flops_by_reg.png
The bar under the picture is 50 µm long. Other sequential cells in the stronger grey, the rest of the logic in the fainter grey.
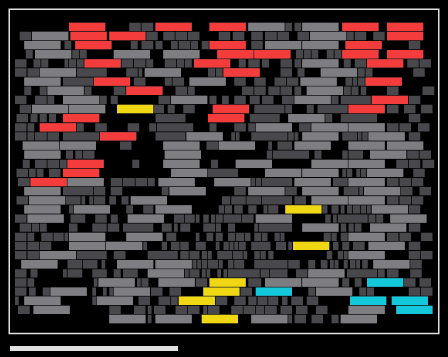
io_placement.png
Pins as bars across the die edge, other pins in grey.
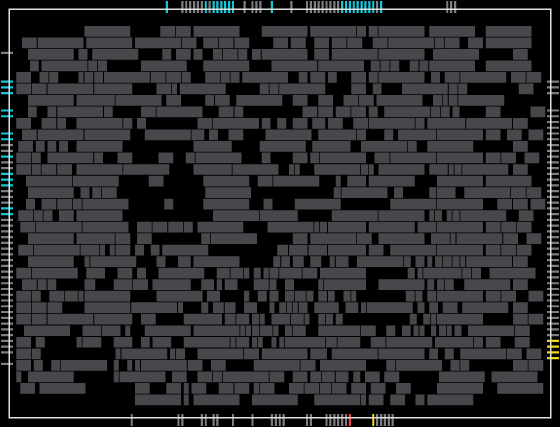
clocks.png
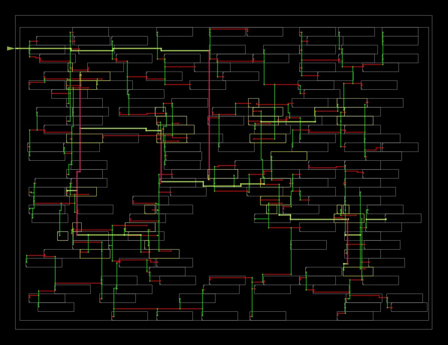
logic_types.png
The bar under the picture is 50 µm long.
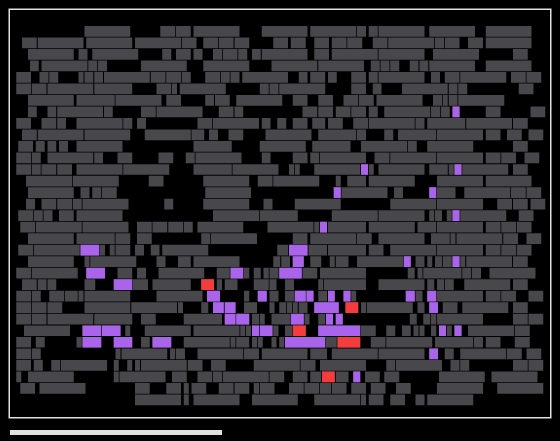
<file path="config.mk">
export PLATFORM = sky130hd
export DESIGN_NAME = id_stage
export DESIGN_NICKNAME = d
export VERILOG_FILES = /design/src/rtl/id_stage.sv
export SDC_FILE = /design/constraint.sdc
export NUM_CORES = 1
export LEC_CHECK = 0
export CAP_MARGIN = 20
export CORE_ASPECT_RATIO = 0.75
export CORE_UTILIZATION = 52
export DETAILED_ROUTE_END_ITERATION = 12
export PLACE_DENSITY = 0.85
export SLEW_MARGIN = 15
export SYNTH_ARGS = -nofsm -noshare
export SYNTH_HDL_FRONTEND = slang
export SYNTH_SLANG_ARGS = --single-unit
</file>
<file path="constraint.sdc">
create_clock -name i_clk -period 14.75 [get_ports i_clk]
set_clock_uncertainty 0.05 [all_clocks]
set_input_delay 3.6875 -clock i_clk [delete_from_list [all_inputs] [get_ports i_clk]]
set_output_delay 3.6875 -clock i_clk [all_outputs]
set_load 0.01 [all_outputs]
</file>
<file path="src/rtl/id_stage.sv">
// rtl/id_stage.sv - RV32I decode stage: IF/ID register, operand-use flags, hazard stall, ID/EX register.
// Optional macro DECODE_ILLEGAL_EN flags non-RV32I opcodes on o_ex_illegal instead of decoding them as NOP.
module id_stage #(
  parameter int          XLEN     = 32,
  parameter logic [31:0] RESET_PC = 32'h0
) (
  input  logic            i_clk,
  input  logic            i_rst,
  input  logic            i_ce,
  input  logic            i_if_valid,
  input  logic [XLEN-1:0] i_if_inst,
  input  logic [XLEN-1:0] i_if_pc,
  output logic            o_if_ready,
  input  logic            i_flush,
  input  logic            i_hz_data,
  output logic [4:0]      o_addr_rd_a,
  output logic [4:0]      o_addr_rd_b,
  output logic            o_hz_rs1,
  output logic            o_hz_rs2,
  output logic            o_ex_valid,
  output logic [XLEN-1:0] o_ex_pc,
  output logic [6:0]      o_ex_opcode,
  output logic [2:0]      o_ex_funct3,
  output logic            o_ex_funct7b5,
  output logic [XLEN-1:0] o_ex_imm,
  output logic [4:0]      o_ex_wb_reg,
  output logic            o_ex_illegal
);

  localparam logic [6:0] OP_LUI    = 7'b0110111;
  localparam logic [6:0] OP_AUIPC  = 7'b0010111;
  localparam logic [6:0] OP_JAL    = 7'b1101111;
  localparam logic [6:0] OP_JALR   = 7'b1100111;
  localparam logic [6:0] OP_BRANCH = 7'b1100011;
  localparam logic [6:0] OP_LOAD   = 7'b0000011;
  localparam logic [6:0] OP_STORE  = 7'b0100011;
  localparam logic [6:0] OP_OPIMM  = 7'b0010011;
  localparam logic [6:0] OP_OP     = 7'b0110011;
  localparam logic [6:0] OP_FENCE  = 7'b0001111;
  localparam logic [6:0] OP_SYSTEM = 7'b1110011;

  logic            id_valid;
  logic [XLEN-1:0] id_inst;
  logic [XLEN-1:0] id_pc;

  logic            use_rs1, use_rs2, does_wb, legal;
  logic [XLEN-1:0] imm_raw;
  logic [6:0]      d_opcode;
  logic [2:0]      d_funct3;
  logic            d_funct7b5;
  logic [XLEN-1:0] d_imm;
  logic [4:0]      d_wb_reg;
  logic            d_illegal;
  logic            stall;

  always_comb begin
    use_rs1 = 1'b0;
    use_rs2 = 1'b0;
    does_wb = 1'b0;
    legal   = 1'b1;
    imm_raw = '0;
    case (id_inst[6:0])
      OP_LUI, OP_AUIPC: begin
        does_wb = 1'b1;
        imm_raw = {id_inst[31:12], 12'b0};
      end
      OP_JAL: begin
        does_wb = 1'b1;
        imm_raw = {{12{id_inst[31]}}, id_inst[19:12], id_inst[20], id_inst[30:21], 1'b0};
      end
      OP_JALR, OP_LOAD, OP_OPIMM: begin
        use_rs1 = 1'b1;
        does_wb = 1'b1;
        imm_raw = {{20{id_inst[31]}}, id_inst[31:20]};
      end
      OP_BRANCH: begin
        use_rs1 = 1'b1;
        use_rs2 = 1'b1;
        imm_raw = {{20{id_inst[31]}}, id_inst[7], id_inst[30:25], id_inst[11:8], 1'b0};
      end
      OP_STORE: begin
        use_rs1 = 1'b1;
        use_rs2 = 1'b1;
        imm_raw = {{20{id_inst[31]}}, id_inst[31:25], id_inst[11:7]};
      end
      OP_OP: begin
        use_rs1 = 1'b1;
        use_rs2 = 1'b1;
        does_wb = 1'b1;
      end
      OP_FENCE, OP_SYSTEM: imm_raw = {{20{id_inst[31]}}, id_inst[31:20]};
      default: legal = 1'b0;
    endcase

    d_opcode   = id_inst[6:0];
    d_funct3   = id_inst[14:12];
    d_funct7b5 = id_inst[30];
    d_imm      = imm_raw;
    d_wb_reg   = does_wb ? id_inst[11:7] : 5'd0;
`ifdef DECODE_ILLEGAL_EN
    d_illegal  = ~legal;
`else
    d_illegal  = 1'b0;
    // Unknown opcodes travel down the pipe as a canonical ADDI x0,x0,0.
    if (!legal) begin
      d_opcode   = OP_OPIMM;
      d_funct3   = 3'd0;
      d_funct7b5 = 1'b0;
      d_imm      = '0;
    end
`endif
  end

  assign o_addr_rd_a = id_inst[19:15];
  assign o_addr_rd_b = id_inst[24:20];
  assign o_hz_rs1    = id_valid & use_rs1;
  assign o_hz_rs2    = id_valid & use_rs2;
  assign stall       = id_valid & i_hz_data;
  assign o_if_ready  = ~stall;

  always_ff @(posedge i_clk) begin
    if (i_ce) begin
      if (i_rst) begin
        id_valid      <= 1'b0;
        id_inst       <= 32'h0000_0013;
        id_pc         <= RESET_PC;
        o_ex_valid    <= 1'b0;
        o_ex_pc       <= RESET_PC;
        o_ex_opcode   <= 7'd0;
        o_ex_funct3   <= 3'd0;
        o_ex_funct7b5 <= 1'b0;
        o_ex_imm      <= '0;
        o_ex_wb_reg   <= 5'd0;
        o_ex_illegal  <= 1'b0;
      end else if (i_flush) begin
        id_valid     <= 1'b0;
        o_ex_valid   <= 1'b0;
        o_ex_wb_reg  <= 5'd0;
        o_ex_illegal <= 1'b0;
      end else if (stall) begin
        o_ex_valid   <= 1'b0;
        o_ex_wb_reg  <= 5'd0;
        o_ex_illegal <= 1'b0;
      end else begin
        o_ex_valid    <= id_valid;
        o_ex_pc       <= id_pc;
        o_ex_opcode   <= d_opcode;
        o_ex_funct3   <= d_funct3;
        o_ex_funct7b5 <= d_funct7b5;
        o_ex_imm      <= d_imm;
        o_ex_wb_reg   <= id_valid ? d_wb_reg : 5'd0;
        o_ex_illegal  <= id_valid & d_illegal;
        id_valid      <= i_if_valid;
        id_inst       <= i_if_inst;
        id_pc         <= i_if_pc;
      end
    end
  end

endmodule
</file>
==> flow_metrics.env <==
# yosys + openroad results
export IMPL_status="complete, no violations"
export IMPL_io_buffer_count=163
export IMPL_post_cts_resize_count=0
export IMPL_ys_cells=429
export IMPL_setup_tns_ps=0
export IMPL_grt_pass1_wl_um=19400
export IMPL_top_cells_by_area="edfxtp_1 71%, nor2b_1 9.5%, a211oi_2 1.8%"
export IMPL_synth_edff_count=146
export IMPL_synthArstFlopShare=0
export IMPL_grt_usage=0.212
export IMPL_min_delay_start="id_pc[24]$_SDFFCE_PP0P_"
export IMPL_fin_ws_ps=6240
export IMPL_cts_buffer_depth=2
export IMPL_lay_top_count="clkdlybuf4s50_1"
export IMPL_endpoint_kind="output port"
export IMPL_clkTransAtPathRegs_ps=60
export IMPL_place_inst=717
export IMPL_fill_cells=708
export IMPL_top_cell_area_share=0.713
export IMPL_dpl_cell_area_um2=7840
export IMPL_synth_cell_types=46
export IMPL_rsz0062_at_grt="false"
export IMPL_worst_r2r_endpoint="o_ex_pc[23]$_SDFFCE_PP0P_"
export IMPL_cp_slowest_stage_delay_ps=540
export IMPL_power_density_nw_per_um2=124
export IMPL_worstPathRequired_ps=11010
export IMPL_syn_nets=499
export IMPL_cts_root_buffer_cell="clkbuf_16"
export IMPL_vias_per_cell=5.24
export IMPL_yosysChipArea_um2=6150
export IMPL_avgSynthCellArea_um2=14.3
export IMPL_clock_sinks=146
export IMPL_die_y_um=96.2
export IMPL_cp_start_kind="primary input"
export IMPL_antenna_found_initial=0
export IMPL_netlist_area_um2=6150
export IMPL_dr_total_vias=3923
export IMPL_final_cell_area_um2=8490
export IMPL_drt_wirelength_per_cell_um=16.7
export IMPL_holdPathEnd="o_ex_pc[24]$_SDFFCE_PP0P_"
export IMPL_fin_crit_sh=0.577
About flops_by_reg.png:
colour	signal	sequential cells
cyan	`o_ex_wb_reg`	5
yellow	`o_ex_opcode`	7
red	`o_ex_pc`	32

About io_placement.png:
colour	port	pins	direction	edge
cyan	`i_if_pc`	32	input	19 north, 13 west
yellow	`o_ex_wb_reg`	5	output	4 east, 1 south
red	`i_ce`	1	input	south

About clocks.png:
Flops: 146
clkbuf count: 20

About logic_types.png:
colour	family	cells
purple	aoi and oai cells	46
red	non-inverting ao/oa cells	5

## layer usage
layer  wire, µm  global-route usage  vias up
li1           -                   -     1837
met1       5070               0.272     1880
met2       6040               0.328      188
met3       1200              0.0834       18
met4        196              0.0813        0
met5          0                   0        -
## critical path, delay by kind of cell
family	cells	cell delay [ps]
buffers and inverters	2	980
and+or+nand+nor	1	100
## logic make-up (layout without fill, tap and decap cells)
family,after synthesis,in the layout,share of synthesized area
AND-OR/OR-AND,51,51,0.0680
XOR/XNOR,1,1,0.00143
buffers and inverters,46,209,0.0387
flip-flops,146,146,0.713
other,1,1,0.000610
AND/OR/NAND/NOR,184,184,0.178
## worst max-delay path by stage
stage | startpoint | endpoint | slack, ps
6_report | i_hz_data | o_if_ready | 6240
5_1_grt | i_hz_data | o_if_ready | 6180
4_1_cts | i_hz_data | o_if_ready | 6240
3_5_place_dp | i_hz_data | o_if_ready | 6240
3_3_place_gp | i_hz_data | o_if_ready | 6270
2_1_floorplan | i_rst | id_inst[0]$_SDFFCE_PP1P_ | 7090
## layout make-up
cell class / instances / area, µm² / share of cell area
clock buffers: 20 / 437 / 0.0514
repair buffers: 166 / 1670 / 0.197
inverters: 11 / 41.3 / 0.00486
clock inverters: 12 / 206 / 0.0243
well taps: 157 / 196 / 0.0231
multi-input cells: 237 / 1560 / 0.183
flip-flops and latches: 146 / 4380 / 0.516
## cells in the mapped netlist, drive strengths merged (8+ instances only)
master and n:
edfxtp 146, inv 11, clkbuf 12, a21oi 19, nor2 16, nor2b 93
nand2 28, nand3 14, a211oi 11, buf 23, nor3b 8
## where the power goes
group / internal, mW / total [mW] / leakage [nW] / switching [mW]
sequential: 0.483 / 0.494 / 1.44 / 0.0104
combinational: 0.0499 / 0.0934 / 1.10 / 0.0435
clock: 0.302 / 0.468 / 0.309 / 0.167
total: 0.835 / 1.06 / 2.84 / 0.220
Power and IR drop assume default switching activity.
